==> config.mk <==
export PLATFORM = sky130hd
export DESIGN_NAME = complex_mxv_batch_scheduler
export DESIGN_NICKNAME = d
export VERILOG_FILES = /design/src/rtl/complex_mxv_batch_scheduler.sv
export SDC_FILE = /design/constraint.sdc
export NUM_CORES = 1
export LEC_CHECK = 0
export ABC_CLOCK_PERIOD_IN_PS = 3650
export CAP_MARGIN = 20
export CORE_AREA = 2 2 173 175
export DETAILED_ROUTE_END_ITERATION = 12
export DIE_AREA = 0 0 175 177
export PLACE_DENSITY = 0.8
export SETUP_SLACK_MARGIN = 0.4
export SLEW_MARGIN = 15
export SYNTH_ARGS = -nofsm -noshare
export SYNTH_HDL_FRONTEND = slang
export SYNTH_SLANG_ARGS = --single-unit
export TNS_END_PERCENT = 100
==> constraint.sdc <==
create_clock -name clk -period 3.65 [get_ports clk]
set_clock_uncertainty 0.15 [all_clocks]
set_input_delay 0.5475 -clock clk [delete_from_list [all_inputs] [get_ports clk]]
set_output_delay 0.5475 -clock clk [all_outputs]
set_load 0.1 [all_outputs]
Figure 1. Metal layers overlaid (run 1).
Only two layers are drawn.
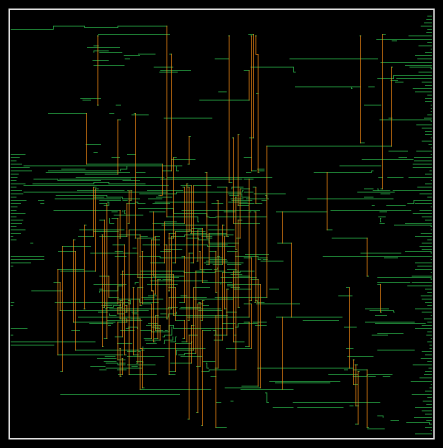
met3: shown in green, wire length 4,940 um. met4: shown in orange, wire length 3,360 um.
final WL: 52,600 um
routed via count: 15,200

Figure 2. Cells coloured by class (run 1).
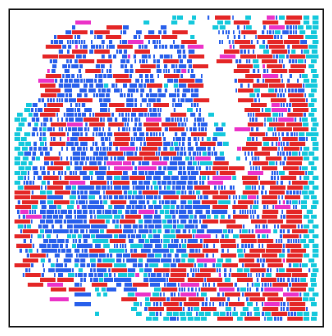
other buffers and delay cells: shown in cyan, cells 345, share of their area 17%. clock drivers and dummy loads: shown in magenta, cells 56, share of their area 5.4%. all other logic: shown in blue, cells 1,341, share of their area 42%. flip-flops: shown in red, cells 294, share of their area 36%.
Core ar.: 29,200 um2
fin area: 21,000 um2

Figure 3. Pin placement (run 1).
Pins as bars across the die edge, other pins in grey.
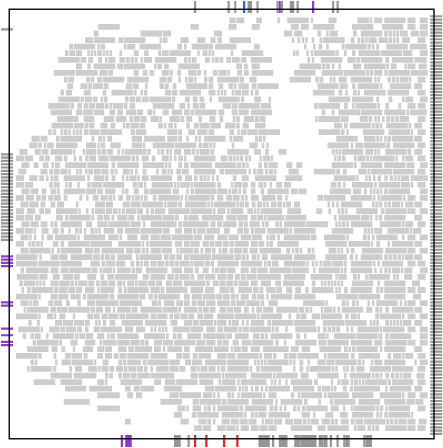
row_addr: shown in purple, pins 16, direction output, edge 10 left, 4 bottom, 2 top. finish: shown in blue, pins 1, direction output, edge top. lane_done: shown in red, pins 4, direction input, edge bottom.
All pins by edge: 128 right, 45 bottom, 38 left, 16 top.
Die Ht: 177 um
die width: 175 um

==> results.py, run 1 <==
# Auto-generated metrics
metrics = {
    "synth": {
        "ys_seq_share_pct": 46.7,
        "synth_area_leader_cell": "dfrtp_1",
        "ys_area_um2": 15800,
        "ys_sh_aoi_pct": 16.3,
        "ys_sh_simple_pct": 20.4,
        "ff_type": "dfrtp_1",
        "ys_cells": 1749,
        "synthTopLogicFamily": "simple AND/OR/NAND/NOR gates",
        "yosys_warnings": 0,
        "mux_area_share_pct": 0.770,
        "synthCells": 1749,
        "synthDistinctLibCells": 79,
        "synthAdderAreaFrac_pct": 7.46,
        "top_cells_by_area": "dfrtp_1 47%, nand2_1 9.7%, ha_1 7.5%",
        "edf_count": 0,
        "xor_share_pct": 3.28,
        "ys_seq_elements": 294,
        "synth_area_um2": 15800,
    },
    "final_timing": {
        "setup_violations": 4,
        "tns_ns": -0.717,
        "fin_ws_ns": -0.202,
        "rsz0062_at_grt": "yes",
        "fin_crit_ns": 3.85,
    },
    "status": {
        "status": "finished with violations",
        "violations": "setup timing",
    },
    "final_layout": {
        "clockBufferCount": 40,
        "drive_gt1_share_pct": 15.8,
        "largest_class": "multi-input combinational cells",
        "nFillCells": 2068,
        "syn_to_final_growth_pct": 33.4,
        "fin_util_pct": 71.9,
        "buf_share_pct": 16.2,
        "final_cells": 2427,
        "comb_area_share_pct": 39.8,
        "largest_register_ffs": 128,
        "n_all_buffers": 345,
        "finalNetCount": 2182,
        "diodes": 1,
        "seq_share_pct": 35.0,
        "flop_area_um2": 7360,
        "clkCellAreaFrac_pct": 5.24,
        "inverters": 78,
    },
    "floorplan": {
        "rows": 63,
        "tap_cells": 390,
    },
    "grt": {
        "overflow": 0,
        "grt_pass1_vias": 14300,
        "grt_max_degree": 87,
        "grt_pass1_wl_um": 76200,
    },
    "placement": {
        "placed_area_um2": 18700,
        "port_buffers": 224,
        "gp_congestion": 0.979,
        "placed_cells": 2313,
        "post-place-ws_ns": 0.165,
    },
    "worst_setup_path": {
        "critPathArrivalTime_ns": 3.15,
        "critPathLaunchType": "flip-flop",
        "path_depth": 8,
        "crit_type": "reg2out",
        "critical_path.slowest_cell": "o31ai_2",
        "path_cells": "ha_1 -> and4bb_2 -> nand4_1 -> buf_4 -> o31ai_2 -> or2_4 -> nor2_4 -> buf_12",
        "timing.reg2reg.setup_slack_ns": 0.04,
        "cp_top_family": "simple AND/OR/NAND/NOR gates",
        "crit_path_end_kind": "output port",
    },
    "power": {
        "p_per_area_nw_per_um2": 694,
        "p_total_mw": 14.6,
        "ir_drop_mv": 0.439,
        "cellLeakagePower_nw": 9.55,
        "power_switching_share_pct": 46.2,
        "intPower_mw": 7.85,
        "p_clk_share_pct": 23.3,
        "p_sw_mw": 6.74,
    },
    "cts": {
        "clk_latency_ns": 0.59,
        "numCtsBuffers": 30,
        "root_buffer": "clkbuf_16",
        "cts_setup_buffers": 26,
        "ctsHoldBuffers": 1,
        "clock_path_buffers": 3,
        "clock-sinks": 294,
    },
    "drt": {
        "detail-route-antenna-nets": 0,
        "drcViolationCount": 0,
    },
    "hold_path": {
        "hold_depth": 2,
    },
    "job": {
        "warnings": 30,
    },
}
==> run 1: tightest hold or removal path, delay by kind of cell, from the launching register on <==
family,cells,cell delay (ns)
flip-flops,1,0.34
AND/OR/NAND/NOR,2,0.11
==> run 1: power by group through the flow <==
stage | Sequential, mW | Clock [mW] | Combinational [mW]
floorplan | 6.63 | 0 | 2.30
global placement | 4.57 | 0 | 5.96
detailed placement | 4.61 | 0 | 6.12
CTS | 4.57 | 3.41 | 6.29
global route | 4.67 | 3.55 | 6.95
finish | 4.59 | 3.41 | 6.59
==> run 1: per-layer routing <==
layer / GRT usage, % / up-vias / part of all wire, %
li1: - / 6673 / -
met1: 39.1 / 7344 / 37
met2: 53.1 / 950 / 47
met3: 5.30 / 271 / 9.4
met4: 13.4 / 0 / 6.4
met5: 0 / - / 0
==> run 1: synthesized netlist by cell type, drive strengths merged (28+ instances only) <==
cell type,number
a21oi,40
clkbuf,92
xnor2,35
nor2,48
nand2,409
inv,78
o21ai,211
nand3,42
dfrtp,294
ha,94
a21o,28
nand4,48
nor3,30
==> run 1: cells in the final DEF (no fill, tap or decap), types with 7 or more instances in the layout <==
cell type,instances
a21o_1,28
a21oi_1,33
a32o_1,10
a32oi_1,11
and2_1,9
and3_1,16
and4_4,7
buf_12,11
buf_4,99
buf_6,19
clkbuf_16,33
clkdlybuf4s50_1,208
dfrtp_1,288
ha_1,84
ha_4,8
inv_1,73
mux2i_1,11
nand2_1,404
nand2b_1,16
nand3_1,35
nand4_1,48
nor2_1,37
nor3_1,25
nor4_1,15
o21ai_0,203
o311ai_4,8
o31ai_1,13
or4_1,13
xnor2_1,31
xor2_1,23
Figure 4. Congestion heat map (run 1).
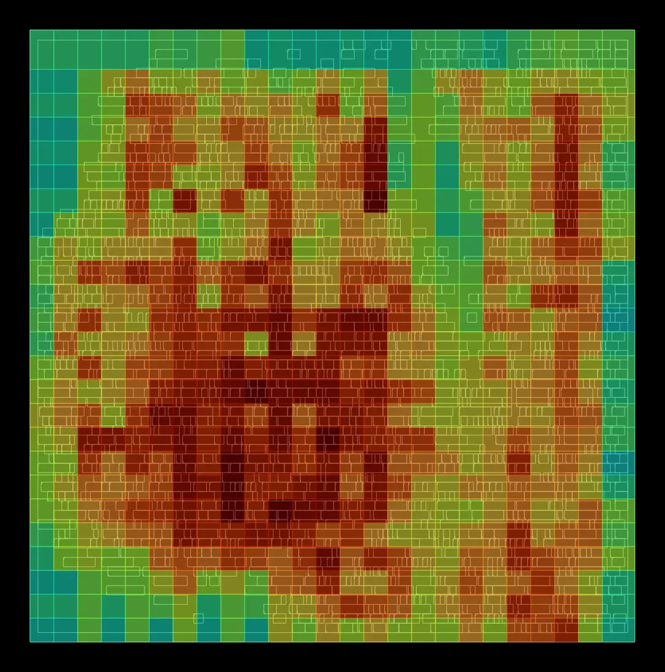

==> run 2: changes to the inputs <==
--- a/config.mk
+++ b/config.mk
@@ -5,9 +5,10 @@
 export SDC_FILE = /design/constraint.sdc
 export NUM_CORES = 1
 export LEC_CHECK = 0
-export ABC_CLOCK_PERIOD_IN_PS = 3650
+export ABC_CLOCK_PERIOD_IN_PS = 3700
 export CAP_MARGIN = 20
 export CORE_AREA = 2 2 173 175
+export CTS_CLUSTER_DIAMETER = 120
 export DETAILED_ROUTE_END_ITERATION = 12
 export DIE_AREA = 0 0 175 177
 export PLACE_DENSITY = 0.8
==> constraint.sdc (replaced) <==
create_clock -name clk -period 3.7 [get_ports clk]
set_clock_uncertainty 0.15 [all_clocks]
set_input_delay 0.555 -clock clk [delete_from_list [all_inputs] [get_ports clk]]
set_output_delay 0.555 -clock clk [all_outputs]
set_load 0.1 [all_outputs]
Figure 5. Congestion heat map (run 2).
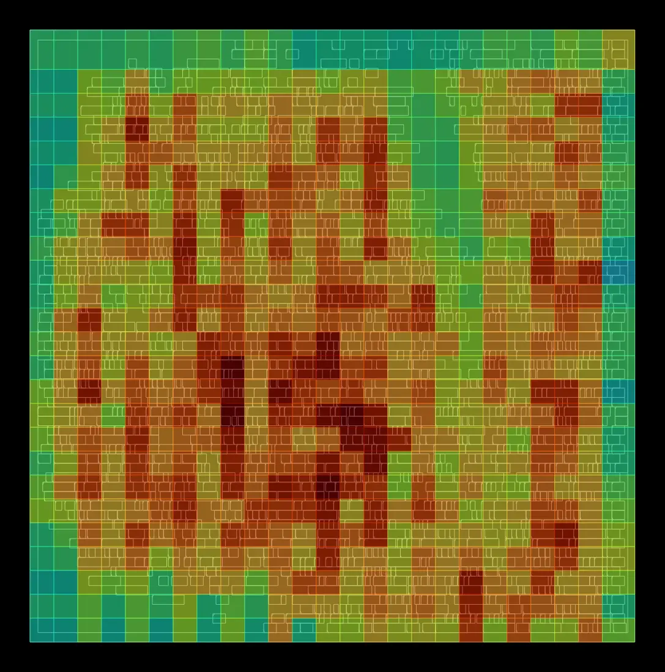
Post-Route Utilization: 70.7%
GR Layer Usage met2: 53.4%
met3 Use GR: 4.17%
global route hottest layer: met2
GR Layer Usage met1: 39.8%

==> run 2 against run 1 <==
  * The run still ends with setup timing left
  * Critical endpoint is now lane_start[3]
  * First-iteration DRC count shrank 8.8%
  * Area after synthesis did not move
  * Worst hold slack better by 0.00086 ns
==> results.py, run 2 <==
# Auto-generated metrics
metrics = {
    "status": {
        "status": "finished with violations",
        "violations": "setup timing",
    },
    "power": {
        "seq-power_mw": 4.50,
        "comb-power_mw": 6.36,
        "p_total_mw": 14.1,
        "p_sw_mw": 6.48,
        "power.largest_group": "combinational cells",
        "power_switching_share_pct": 45.8,
        "cellLeakagePower_nw": 9.42,
    },
    "final_layout": {
        "largest_register_ffs": 128,
        "syn_to_final_growth_pct": 31.2,
        "layout_top_cell": "nand2_1",
        "stdcell_area_um2": 20700,
        "lay_top_cells": "406 x nand2_1, 287 x dfrtp_1, 212 x clkdlybuf4s50_1, 203 x o21ai_0, 100 x buf_4",
        "flop_area_um2": 7370,
    },
    "drt": {
        "drcViolationCount": 0,
        "num_vias": 14700,
    },
    "final_timing": {
        "setup_violations": 4,
        "fin_crit_ns": 3.85,
        "fin_ws_ns": -0.153,
    },
    "cts": {
        "clk_latency_ns": 0.57,
        "clock-sinks": 294,
    },
    "floorplan": {
        "die_w_um": 175,
        "die_y_um": 177,
        "rows": 63,
    },
    "synth": {
        "synth_area_um2": 15800,
        "most_common_cell": "nand2_1",
        "ys_seq_elements": 294,
        "yosys_warnings": 0,
        "ff_type": "dfrtp_1",
        "synthCells": 1749,
        "ys_cells": 1749,
        "yosys-top-cells-count": "409 x nand2_1, 294 x dfrtp_1, 209 x o21ai_0",
        "top_cells_by_area": "dfrtp_1 47%, nand2_1 9.7%, ha_1 7.5%",
    },
    "worst_setup_path": {
        "path_cells": "ha_4 -> and4_4 -> nand4_1 -> nor3_4 -> a2bb2oi_2 -> o32ai_2 -> buf_4 -> or2_4 -> nor2_4 -> buf_12",
        "critical_path.slowest_cell": "dfrtp_2",
    },
    "grt": {
        "grt_max_degree": 129,
    },
    "job": {
        "warnings": 32,
    },
    "placement": {
        "placed_cells": 2310,
    },
}
Figure 6. Pin placement (run 2).
Pins as bars across the die edge, other pins in grey.
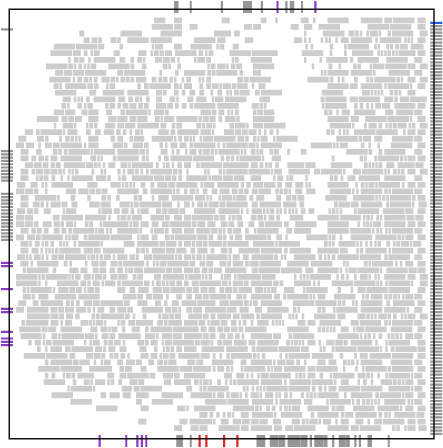
row_addr: shown in purple, pins 16, direction output, edge 9 left, 5 bottom, 2 top. lane_done: shown in red, pins 4, direction input, edge bottom. finish: shown in blue, pins 1, direction output, edge right.
IO buf count: 224

## run 2: through the flow
step | setup slack (ns) | hold slack, ns | util, %
3_5_place_dp | 0.110 | 0.313 | 63.9
2_1_floorplan | 0.285 | 0.109 | -
3_3_place_gp | 0.243 | 0.307 | 63.9
4_1_cts | -0.0784 | 0.328 | 69.2
6_report | -0.153 | 0.328 | 70.7
5_1_grt | -0.221 | 0.343 | 70.7
## run 2: what timing repair did
action / CTS / global route
pin swaps: 24 / 33
hold buffers: 1 / 0
gates cloned: 0 / 2
hold endpoints to repair: 89 / 0
gates resized: 62 / 51
setup endpoints to repair: 42 / 43
setup buffers: 22 / 25
## run 2: area by class of cell
cell class | count | share of cell area [%]
Multi-Input combinational cell | 1263 | 39.6
Timing Repair Buffer | 335 | 15.8
Clock inverter | 9 | 0.714
Tap cell | 390 | 2.36
Inverter | 78 | 1.42
Clock buffer | 46 | 4.46
Sequential cell | 294 | 35.6
## run 2: layer usage
layer | global-route usage (%) | vias up | part of all wire [%] | wire, um
li1 | - | 6635 | - | -
met1 | 39.8 | 7140 | 39 | 19500
met2 | 53.4 | 785 | 49 | 24000
met3 | 4.17 | 155 | 7.9 | 3890
met4 | 11.8 | 2 | 4.1 | 2040
met5 | 0 | - | 0.030 | 15
## run 2: cell families (layout without fill, tap and decap cells)
group           count (synthesis)  after routing  share of synthesized area, %
compound gates                402            402                          16.3
xor+xnor                       59             59                          3.28
fa+ha+maj                      94             94                          7.46
buf+inv                       194            468                          5.10
flops                         294            294                          46.7
mux                            12             12                         0.770
other cells                     1              2                        0.0238
simple gates                  693            694                          20.4
## run 2: critical path, delay by kind of cell (launching register included)
kind	cells	cell delay (ns)
DFF	1	0.46
AOI/OAI and AO/OA	2	0.29
adders and majority gates	1	0.29
buffers and inverters	2	0.35
and+or+nand+nor	5	1.18
No activity file was given, so power comes from the tool's default toggle rates.
